m1.png
Supply wires on this layer in gray.
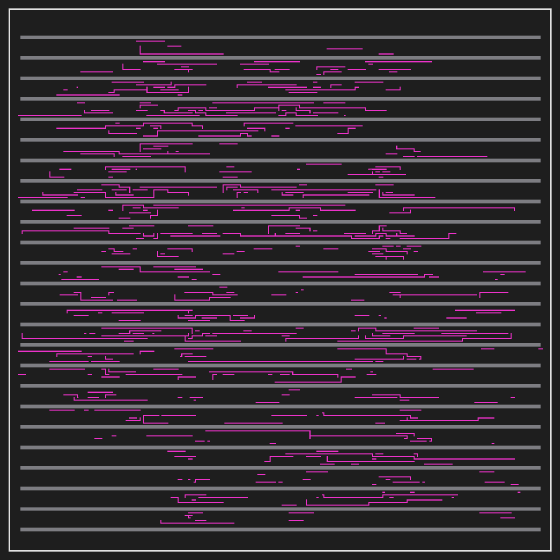
ff_map.png
Other sequential cells in the stronger gray, the rest of the logic in the fainter gray.
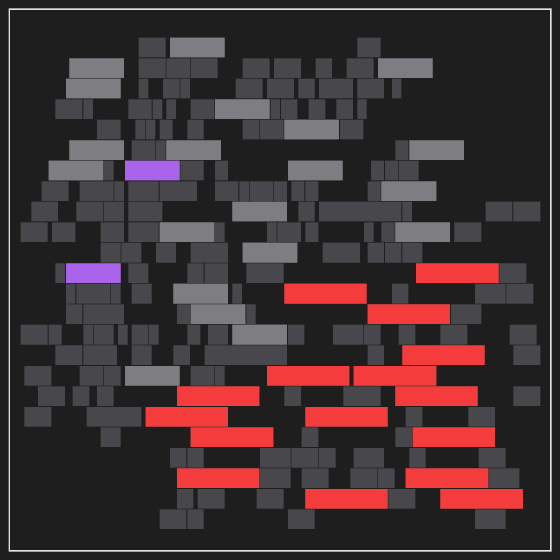
floorplan.png
Pins as bars on the die edge.
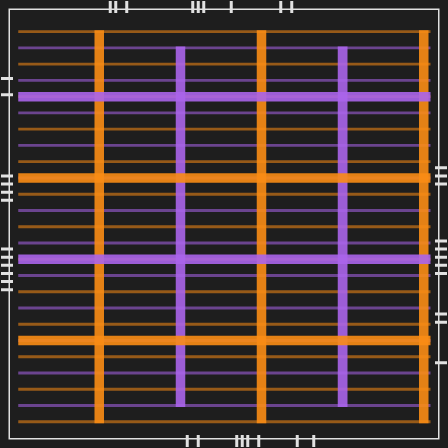
==> config.mk <==
export PLATFORM = sky130hd
export DESIGN_NAME = fifo_stream_reader
export DESIGN_NICKNAME = d
export VERILOG_FILES = /design/src/rtl/fifo_stream_reader.sv
export SDC_FILE = /design/constraint.sdc
export NUM_CORES = 1
export LEC_CHECK = 0
export CAP_MARGIN = 20
export CORE_UTILIZATION = 35
export DETAILED_ROUTE_END_ITERATION = 12
export SETUP_SLACK_MARGIN = 0.02
export SLEW_MARGIN = 20
export SYNTH_ARGS = -nofsm -noshare
export SYNTH_HDL_FRONTEND = slang
export SYNTH_SLANG_ARGS = --single-unit
export TNS_END_PERCENT = 1
==> constraint.sdc <==
create_clock -name clk -period 2.75 [get_ports clk]
set_input_delay 0.4125 -clock clk [delete_from_list [all_inputs] [get_ports clk]]
set_output_delay 0.4125 -clock clk [all_outputs]
set_load 0.005 [all_outputs]
==> run summary <==
share of cells above drive strength 1 = 15.2%
Worst path slowest cell = fa_1
Setup WS post-layout = 0.167 ns
# rows = 24
Routed WL per cell = 13.9 µm
CTS clk-pin slew, worst paths = 0.07 ns
Rel. slew slack = 48.9%
Synth Area per Inst = 11.0 µm²
Tmin final = 2.58 ns
antenna fix cells = 0
distinct lib cells = 33
EDFF count, synth = 16
gr ovfl total = 0
status = completed
Leak = 0.000888 µW
global-route wire length before repair = 5950 µm
fraction of registers with async set/reset = 0%
largest net degree at the start of global routing = 22
register area share after synthesis = 54.3%
Post-DP HPWL = 2500 µm
WP data arrival = 2.17 ns
die area = 5130 µm²
hold_buf cts = 0
DP Area = 2190 µm²
Log Warnings = 26
clk_lat worst skew = 0.28 ns
Synth Net Count = 171
Yosys warning count = 0
clk_skew = 0.00737 ns
# Cells Yosys = 154
Most used DFF post-synth = dfxtp_1
Worst setup SP type = register
dominant logic cell type in the layout = clkdlybuf4s50_1
Clock Sinks = 38
Reg2Reg Depth = 7
Init Core Util = 37.7%
Back to the opening pictures, m1.png:
longest straight run = 25.3 µm
nets with wire on the layer = 196
share of all routed wire = 46%
main direction = horizontal
final wirelength: 3560 µm
met1 usage in global routing: 18.5%
total number of vias: 1275

Back to the opening pictures, ff_map.png:
red -> r_buf  # flops 16
purple -> r_occ  # flops 2
not colored = 20
sequential standard cell area: 921 µm²
Flop+latch power: 690 µW
utilization after layout: 51.7%
flop share of the area: 39.5%

Back to the opening pictures, floorplan.png:
orange -> VSS
purple -> VDD
signal pins = 40
rows = 24
met4 straps = 5
core area: 4500 µm²
Die Wd: 71.6 µm
Worst IR Drop VDD: 0.440 mV
chip height: 71.6 µm

## cell type report
type	instances	area, µm²
clock buffers	5	68.8
flip-flops and latches	38	921
repair buffers	47	444
multi-input cells	106	747
clock inverters	3	63.8
fillers	419	2180
inverters	5	18.8
well taps	52	65.1
## stage by stage
stage          power (µW)  instances  hold WS [ns]  util (%)
2_1_floorplan         908        154         0.468         -
3_3_place_gp         1110        247         0.462      48.5
3_5_place_dp         1130        247         0.488      48.5
4_1_cts              1700        256         0.499      51.7
5_1_grt              1770        256         0.515      51.7
6_report             1680        256         0.493      51.7
## cell usage after synthesis (all sizes together), types with 4 or more instances
cell    instances  area [µm²]
o21ai           4        20.0
xnor2           9        78.8
nand2           6        30.0
nand4           5        37.5
inv             5        18.8
dfxtp          22         440
xor2            5        43.8
edfxtp         16         480
a21oi           4        20.0
and2           19         119
mux2            8        90.1
clkbuf          5        18.8
nor2           16        60.1
## where the power goes
part / switching (µW) / leakage, µW / internal [µW]
Clock: 192 / 0.0000658 / 359
Combinational: 173 / 0.000478 / 268
Sequential: 45.3 / 0.000344 / 644
Total: 410 / 0.000888 / 1270
## per-layer routing
layer / vias up / GRT usage [%] / wire length [µm]
li1: 630 / - / -
met1: 604 / 18.5 / 1640
met2: 35 / 24.9 / 1700
met3: 6 / 3.80 / 145
met4: 0 / 6.32 / 67
met5: - / 0 / 0
## worst min-delay path, stage by stage, from the launching register on
cell and delay, ns:
dfxtp_1 0.33, o31ai_1 0.07, a21oi_1 0.05
## what timing repair did
item / CTS / global route
pin swaps: 2 / 2
setup endpoints to repair: 1 / 1
setup buffers: 1 / 0
gates resized: 7 / 0
## kinds of logic after synthesis
logic type | Yosys count | share of synthesized area, %
simple gates | 67 | 22.3
flops | 38 | 54.3
xor+xnor | 14 | 7.23
compound gates | 12 | 4.65
buf+inv | 10 | 2.21
mux | 9 | 5.90
fa+ha+maj | 4 | 3.39
No activity file was given, so power comes from the tool's default toggle rates.
